===== src/rtl/buffer_pkg.sv =====
// buffer_pkg
// Shared types for the buffer read-side controller.
//   DEF_DATA_W / DEF_ADDR_W : default word and address widths
//   state_e                 : reader FSM states
//   entry_t                 : one skid FIFO slot (word + frame-last tag)
// The skid FIFO entry is sized from DEF_DATA_W, so buffer_reader must be
// built with DATA_W equal to DEF_DATA_W.

package buffer_pkg;

   localparam int DEF_DATA_W = 24;
   localparam int DEF_ADDR_W = 18;

   typedef enum logic [1:0] {
      IDLE  = 2'd0,
      READ  = 2'd1,
      DRAIN = 2'd2,
      DONE  = 2'd3
   } state_e;

   typedef struct packed {
      logic [DEF_DATA_W-1:0] data;
      logic                  last;
   } entry_t;

endpackage


===== src/rtl/buffer_reader_skid.sv =====
// buffer_reader_skid
// Two-entry synchronous FIFO with first-word-fall-through output. It holds
// RAM words that have come back but not yet been taken by the stream sink.
// Ports:
//   iclk, irst_n : clock, synchronous active-low reset (empties the FIFO)
//   push         : write push_entry this cycle
//   push_entry   : word + last tag to store
//   pop          : remove the head entry this cycle (ignored when empty)
//   head         : current head entry (meaningful only when count != 0)
//   count        : occupancy, 0..2
// A push while full is allowed only together with a pop; the caller's
// credit logic keeps it from happening otherwise.

module buffer_reader_skid
   import buffer_pkg::*;
(
   input  logic       iclk,
   input  logic       irst_n,
   input  logic       push,
   input  entry_t     push_entry,
   input  logic       pop,
   output entry_t     head,
   output logic [1:0] count
);

   entry_t [1:0] mem_q, mem_d;
   logic         wr_ptr_q, wr_ptr_d;
   logic         rd_ptr_q, rd_ptr_d;
   logic [1:0]   count_q, count_d;
   logic         do_push, do_pop;

   always_comb begin
      do_pop   = pop && (count_q != 2'd0);
      do_push  = push && ((count_q != 2'd2) || do_pop);
      mem_d    = mem_q;
      wr_ptr_d = wr_ptr_q;
      rd_ptr_d = rd_ptr_q;
      count_d  = count_q;
      if (do_push) begin
         mem_d[wr_ptr_q] = push_entry;
         wr_ptr_d        = ~wr_ptr_q;
      end
      if (do_pop) begin
         rd_ptr_d = ~rd_ptr_q;
      end
      case ({do_push, do_pop})
         2'b10:   count_d = count_q + 2'd1;
         2'b01:   count_d = count_q - 2'd1;
         default: count_d = count_q;
      endcase
   end

   always_ff @(posedge iclk) begin
      if (!irst_n) begin
         mem_q    <= '0;
         wr_ptr_q <= 1'b0;
         rd_ptr_q <= 1'b0;
         count_q  <= 2'd0;
      end else begin
         mem_q    <= mem_d;
         wr_ptr_q <= wr_ptr_d;
         rd_ptr_q <= rd_ptr_d;
         count_q  <= count_d;
      end
   end

   assign head  = mem_q[rd_ptr_q];
   assign count = count_q;

endmodule


===== src/rtl/buffer_reader.sv =====
// buffer_reader
// Streaming read-side controller for the dual-port sample buffer. Takes a
// frame descriptor (start address, word count), walks the RAM read address,
// absorbs the RAM's one-cycle read latency in a 2-entry skid FIFO and
// delivers the words as a valid/ready stream with a frame-last tag.
// Ports:
//   iclk, irst_n        : clock (shared with the RAM), sync active-low reset
//   istart              : start pulse, sampled only in IDLE
//   istart_addr, ilen   : frame descriptor; ilen may be 0..2**ADDR_W
//   r_addr              : RAM read address
//   iram_data           : RAM read data, valid one cycle after r_addr
//   odata/ovalid/iready : output stream
//   olast               : tags the final word of a frame (or pass)
//   obusy               : high while a frame is being read out
//   odone               : one-cycle pulse after the last word is accepted
//   istop               : only with BUFFER_READER_LOOP_EN; ends looping
// Build option BUFFER_READER_LOOP_EN: repeat the frame until istop is seen.
//
// state | meaning
// IDLE  | waiting for istart
// READ  | issuing one RAM read per cycle while credit allows
// DRAIN | all addresses issued, waiting for the final word to be taken
// DONE  | odone pulse, back to IDLE next cycle

module buffer_reader
   import buffer_pkg::*;
#(
   parameter int DATA_W = DEF_DATA_W,
   parameter int ADDR_W = DEF_ADDR_W
) (
   input  logic              iclk,
   input  logic              irst_n,
   input  logic              istart,
   input  logic [ADDR_W-1:0] istart_addr,
   input  logic [ADDR_W:0]   ilen,
   output logic [ADDR_W-1:0] r_addr,
   input  logic [DATA_W-1:0] iram_data,
   output logic [DATA_W-1:0] odata,
   output logic              ovalid,
   input  logic              iready,
   output logic              olast,
   output logic              obusy,
   output logic              odone
`ifdef BUFFER_READER_LOOP_EN
   ,
   input  logic              istop
`endif
);

   state_e            state_q, state_d;
   logic [ADDR_W-1:0] r_addr_q, r_addr_d;
   logic [ADDR_W:0]   rem_q, rem_d;
   logic              inflight_q, inflight_d;
   logic              inflight_last_q, inflight_last_d;

`ifdef BUFFER_READER_LOOP_EN
   logic [ADDR_W-1:0] start_addr_q, start_addr_d;
   logic [ADDR_W:0]   len_q, len_d;
   logic              stop_seen_q, stop_seen_d;
`endif

   entry_t     push_entry;
   entry_t     head;
   logic [1:0] count;
   logic       fifo_valid;
   logic       pop;
   logic [1:0] occ;
   logic       credit_ok;
   logic       last_issue;
   logic       stop_now;

   buffer_reader_skid u_skid (
      .iclk       (iclk),
      .irst_n     (irst_n),
      .push       (inflight_q),
      .push_entry (push_entry),
      .pop        (pop),
      .head       (head),
      .count      (count)
   );

   always_comb begin
      push_entry.data = iram_data;
      push_entry.last = inflight_last_q;
   end

   always_comb begin
      fifo_valid = (count != 2'd0);
      pop        = fifo_valid && iready;
      // Words already in the FIFO plus the one coming back from the RAM;
      // a pop this cycle frees one slot before the new read lands.
      occ        = count + {1'b0, inflight_q};
      credit_ok  = pop ? (occ < 2'd3) : (occ < 2'd2);
      last_issue = (rem_q == (ADDR_W+1)'(1));
`ifdef BUFFER_READER_LOOP_EN
      stop_now   = stop_seen_q || istop;
`else
      stop_now   = 1'b1;
`endif
   end

   always_comb begin
      state_d         = state_q;
      r_addr_d        = r_addr_q;
      rem_d           = rem_q;
      inflight_d      = 1'b0;
      inflight_last_d = 1'b0;
`ifdef BUFFER_READER_LOOP_EN
      start_addr_d    = start_addr_q;
      len_d           = len_q;
      stop_seen_d     = stop_seen_q ||
                        (istop && ((state_q == READ) || (state_q == DRAIN)));
`endif

      case (state_q)
         IDLE: begin
            if (istart) begin
               r_addr_d = istart_addr;
               rem_d    = ilen;
`ifdef BUFFER_READER_LOOP_EN
               start_addr_d = istart_addr;
               len_d        = ilen;
               stop_seen_d  = 1'b0;
`endif
               state_d  = (ilen == '0) ? DONE : READ;
            end
         end

         READ: begin
            if (credit_ok) begin
               inflight_d      = 1'b1;
               inflight_last_d = last_issue;
               r_addr_d        = r_addr_q + ADDR_W'(1);
               rem_d           = rem_q - (ADDR_W+1)'(1);
               if (last_issue) begin
                  if (stop_now) begin
                     state_d = DRAIN;
                  end
`ifdef BUFFER_READER_LOOP_EN
                  else begin
                     r_addr_d    = start_addr_q;
                     rem_d       = len_q;
                     stop_seen_d = 1'b0;
                  end
`endif
               end
            end
         end

         DRAIN: begin
            // Final word leaving with nothing behind it; earlier pass-end
            // words may still sit in the FIFO in loop mode.
            if (pop && head.last && (count == 2'd1) && !inflight_q) begin
               state_d = DONE;
            end
         end

         DONE: begin
            state_d = IDLE;
         end

         default: begin
            state_d = IDLE;
         end
      endcase
   end

   always_ff @(posedge iclk) begin
      if (!irst_n) begin
         state_q         <= IDLE;
         r_addr_q        <= '0;
         rem_q           <= '0;
         inflight_q      <= 1'b0;
         inflight_last_q <= 1'b0;
      end else begin
         state_q         <= state_d;
         r_addr_q        <= r_addr_d;
         rem_q           <= rem_d;
         inflight_q      <= inflight_d;
         inflight_last_q <= inflight_last_d;
      end
   end

`ifdef BUFFER_READER_LOOP_EN
   always_ff @(posedge iclk) begin
      if (!irst_n) begin
         start_addr_q <= '0;
         len_q        <= '0;
         stop_seen_q  <= 1'b0;
      end else begin
         start_addr_q <= start_addr_d;
         len_q        <= len_d;
         stop_seen_q  <= stop_seen_d;
      end
   end
`endif

   assign r_addr = r_addr_q;
   assign ovalid = fifo_valid;
   assign odata  = fifo_valid ? head.data : '0;
   assign olast  = fifo_valid && head.last;
   assign obusy  = (state_q == READ) || (state_q == DRAIN);
   assign odone  = (state_q == DONE);

endmodule


===== config.mk =====
export PLATFORM = sky130hd
export DESIGN_NAME = buffer_reader
export DESIGN_NICKNAME = d
export VERILOG_FILES = /design/src/rtl/buffer_pkg.sv /design/src/rtl/buffer_reader_skid.sv /design/src/rtl/buffer_reader.sv
export SDC_FILE = /design/constraint.sdc
export NUM_CORES = 1
export LEC_CHECK = 0
export ABC_AREA = 1
export ABC_CLOCK_PERIOD_IN_PS = 2020
export CAP_MARGIN = 10
export CORE_MARGIN = 2
export CORE_UTILIZATION = 53
export CTS_BUF_LIST = sky130_fd_sc_hd__clkbuf_2 sky130_fd_sc_hd__clkbuf_4 sky130_fd_sc_hd__clkbuf_8
export DETAILED_ROUTE_END_ITERATION = 16
export PLACE_DENSITY = 0.84
export SLEW_MARGIN = 20
export SYNTH_ARGS = -nofsm -noshare
export SYNTH_HDL_FRONTEND = slang
export SYNTH_SLANG_ARGS = --single-unit

===== constraint.sdc =====
create_clock -name iclk -period 2.02 [get_ports iclk]
set_clock_uncertainty 0.1 [all_clocks]
set_input_delay 0.505 -clock iclk [delete_from_list [all_inputs] [get_ports iclk]]
set_output_delay 0.505 -clock iclk [all_outputs]
set_load 0.01 [all_outputs]

==> Changelog: implementation <==
## Flow update

- Outcome: complete, but fails checks
- Violated checks: setup timing
- Half-perimeter wire length after placement: 9860 um
- Top cell type's share of synthesized area: 36.3%
- Number of nets produced by synthesis: 880
- Layout Cell Area excl Fill: 0.00696 sq mm
- Tap cells: 133
- Tally of nets with antenna violations remaining after routing: 0
- Post-route fraction of the period consumed by the critical path: 110%
- Final-layout worst hold slack: 0.350 ns
- Number of ordinary inverters in the final layout: 98
- Fraction of final layout cells with drive strength greater than 1: 14.9%
- Final Wtd Congestion: 0.961
- Headroom to the max-slew limit: 58.7%
- Global-route wire length before repair: 23600 um
- Yosys warning total: 0
- Number of levels the H-tree was split into: 3
- Final tally of hold violations: 0
- Fp util: 54.1%
- Sequential share of cell area: 27.5%
- RSZ-0062 raised after global routing: yes
- Cell at the root of the clock tree: sky130_fd_sc_hd__clkbuf_8
- Worst EP required: 1.41 ns
- Multi-input gates: 565
- TritonCTS clock tree: built
- Startpoint class of the critical path: register
- Critical Path Source: u_skid.count[0]
- Placed Cells incl. Taps: 1038
- Pre-CTS worst setup slack: -0.242 ns
- Layout Cells excl Fill: 1061
- Clk_buf instances: 11
- Maximum buffer depth of the clock tree: 2
- Total congestion overflow: 0
- Terminus of the critical flop-to-flop path: u_skid.mem_q[2]
- Post-synthesis sequential area ratio: 36.3%
- Non-clock buffer total of the final layout: 155
- Total power divided by cell area: 1350 mW/mm^2
- Kind of end point of the critical path: primary output
- Total design power: 9.39 mW
- Cells after Synth: 802
- Clock insertion delay at the later pin of the skew report: 0.37 ns
- Clock Sinks: 95
- Logic area: 0.00285 sq mm
- Row cnt: 36
- Yosys stat chip area: 0.00524 sq mm
- FFs w/ async S/R, synth: 0%
- Synthesized area per cell: 6.53 sq um
- Most numerous logic cell after layout: sky130_fd_sc_hd__nand2_1
- Static leakage: 2.86 nW
- Number of violations of the max-capacitance limit: 0
- Destination of the critical timing path: odata[17]
- Number of buffers inserted during clock tree synthesis: 9
- Post-DR vias/cell: 5.42
- Number of nets in the final layout: 1002
- Type of the setup path with the least slack: register to primary output
- Start point of the worst min-delay path: u_skid.mem_q[16]
- Reg2reg start: u_skid.count[0]
- Layout fillers: 797
- Warning total across the stage logs: 35
- FF+latch count, synth: 95
- # DRC: 0
- # port buffers: 110
- Largest cell class by area: combinational gates
- Final number of setup-violating endpoints: 24
- Number of antenna violations at the first check in global routing: 0
- Commonest cells after routing, fill and taps aside: sky130_fd_sc_hd__nand2_1, sky130_fd_sc_hd__a21oi_1, sky130_fd_sc_hd__nor2_1
- Final core utilization: 71.9%
- Number of iterations in the first detailed-routing pass: 5
- Hold crit path type: register to register
- Primary flip-flop cell chosen by synthesis mapping: sky130_fd_sc_hd__dfxtp_1
- DRT Wirelength: 14700 um
- Detailed router's first-iteration violation count: 290
- Clock distribution area overhead in the final layout: 2.61%
- Count of flip-flops with a built-in enable after synthesis: 0
- Hold Crit Depth: 2
- Relative area of non-clock buffer cells in the final design: 21.3%
- Maximum clock frequency: 449 MHz
- Setup slack of the most critical reg-to-reg path: 0.11 ns
- Number of global-route vias before repair: 5410
- Synth Cell Area: 0.00524 sq mm
- Fraction of standard cell area in multi-input logic: 40.9%
- Minimum setup slack in the final design: -0.206 ns
- Antenna Diode Count: 0
- Pins over their slew limit: 0
- Pin count of the biggest net entering global routing: 63
- Flop count: 95
- Worst-path clk slew: 0.10 ns
- Most area-hungry cell type in the Yosys netlist: sky130_fd_sc_hd__dfxtp_1
- Floorplan die area: 0.0107 sq mm
- Setup_tns: -3.72 ns
- Most common library cells after synthesis: sky130_fd_sc_hd__nand2_1, sky130_fd_sc_hd__a21oi_1, sky130_fd_sc_hd__nor2_1, sky130_fd_sc_hd__dfxtp_1, sky130_fd_sc_hd__inv_1
- Slew @ Worst Pin: 0.619 ns
- Hold endpoint: u_skid.mem_q[16]
- Yosys cell count: 802
- Total number of vias: 5754
- Peak fanout along the critical path: 6
- Final worst path period need: 2.23 ns
- Total global-route track usage: 27.5%
- Instance area after placement: 0.00665 sq mm
- Arrival time worst endpoint: 1.62 ns
- Cell depth of the worst flop-to-flop path: 11
- Tally of unique sky130hd cells used after synthesis: 33
- Sequential cell area in the final layout: 0.00191 sq mm
- Wire length per cell: 13.8 um
- Largest cells by area after synthesis: sky130_fd_sc_hd__dfxtp_1, sky130_fd_sc_hd__a21oi_1, sky130_fd_sc_hd__nand2_1
- Post-synthesis cell type with the largest instance count: sky130_fd_sc_hd__nand2_1
- Number of placed I/O pins: 111
- Synth-to-Final Area Change: 32.9%
-- sequential cells by signal, summed over array words and instances (netlist names) --
name             cells
state_q              2
u_skid.wr_ptr_q      1
rem_q               19
u_skid.rd_ptr_q      1
inflight_last_q      1
inflight_q           1
r_addr              18
u_skid.mem_q        50
u_skid.count         2
-- metal layers --
layer	wire length (um)	GRT usage [%]	vias up	part of all wire (%)
met5	0	0	-	0
met1	6030	33.2	2633	41
met2	7300	49.5	242	50
li1	-	-	2846	-
met3	987	3.29	33	6.7
met4	342	11.1	0	2.3
-- worst max-delay path, stage by stage, from the launching register on --
cell and delay [ns]:
sky130_fd_sc_hd__dfxtp_2 0.35, sky130_fd_sc_hd__inv_2 0.05, sky130_fd_sc_hd__ha_4 0.16, sky130_fd_sc_hd__inv_4 0.07
sky130_fd_sc_hd__buf_12 0.12, sky130_fd_sc_hd__buf_16 0.11, sky130_fd_sc_hd__buf_4 0.10, sky130_fd_sc_hd__o21ai_2 0.04
sky130_fd_sc_hd__a21oi_1 0.11, sky130_fd_sc_hd__buf_2 0.14
-- report_power, final --
part | internal, mW | leakage [nW] | switching (mW)
combinational | 2.38 | 1.98 | 2.89
sequential | 2.40 | 0.779 | 0.522
clock | 0.513 | 0.0918 | 0.678
total | 5.30 | 2.86 | 4.09
-- cells by family (layout without fill, tap and decap cells) --
family / after synthesis / after routing / synth area share (%)
and+or+nand+nor: 316 / 316 / 25.7
AOI/OAI and AO/OA: 231 / 231 / 22.6
buffers and inverters: 142 / 268 / 11.5
DFF: 95 / 95 / 36.3
adders and majority gates: 13 / 13 / 3.10
xor gates and xnor gates: 5 / 5 / 0.836
-- timing repair --
action / in CTS / in global routing
gates cloned: 3 / 0
hold buffers: 0 / 0
gates resized: 125 / 35
pin swaps: 1 / 3
setup endpoints to repair: 28 / 53
setup buffers: 6 / 0
clock_map.png
(6 px per um)
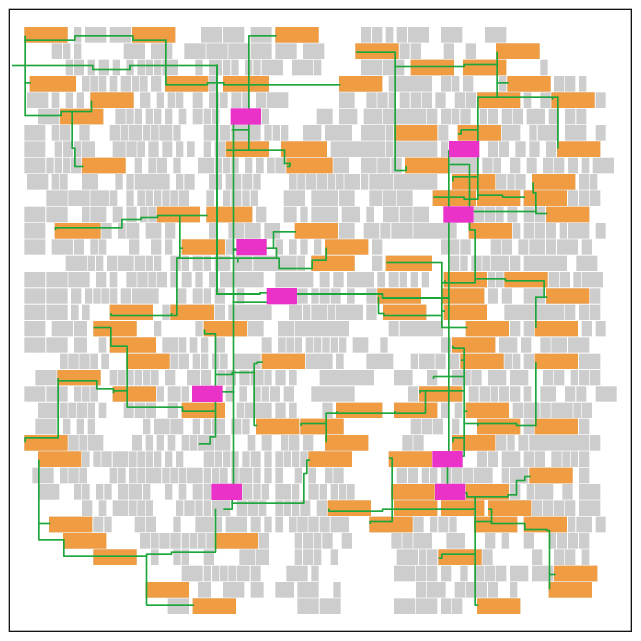
- clock wires: green (length 1130 um)
- flip-flops: orange (count 95)
- cells driving clock nets: magenta (count 9)
- flops lie: widely spread
- routed clock nets: 10

pdn.png
(4 px per um) Pins as bars on the die edge.
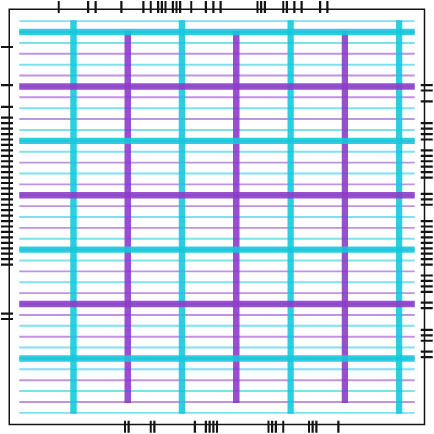
- VDD: purple
- VSS: cyan
- met4 straps: 7
- signal pins: 111
- met1 rails: 37
Core Area: 0.00968 sq mm
die outline height: 103 um
Die X-Extent: 103 um
Peak supply drop: 0.000716 V

Power is estimated from default activity; no workload was simulated.
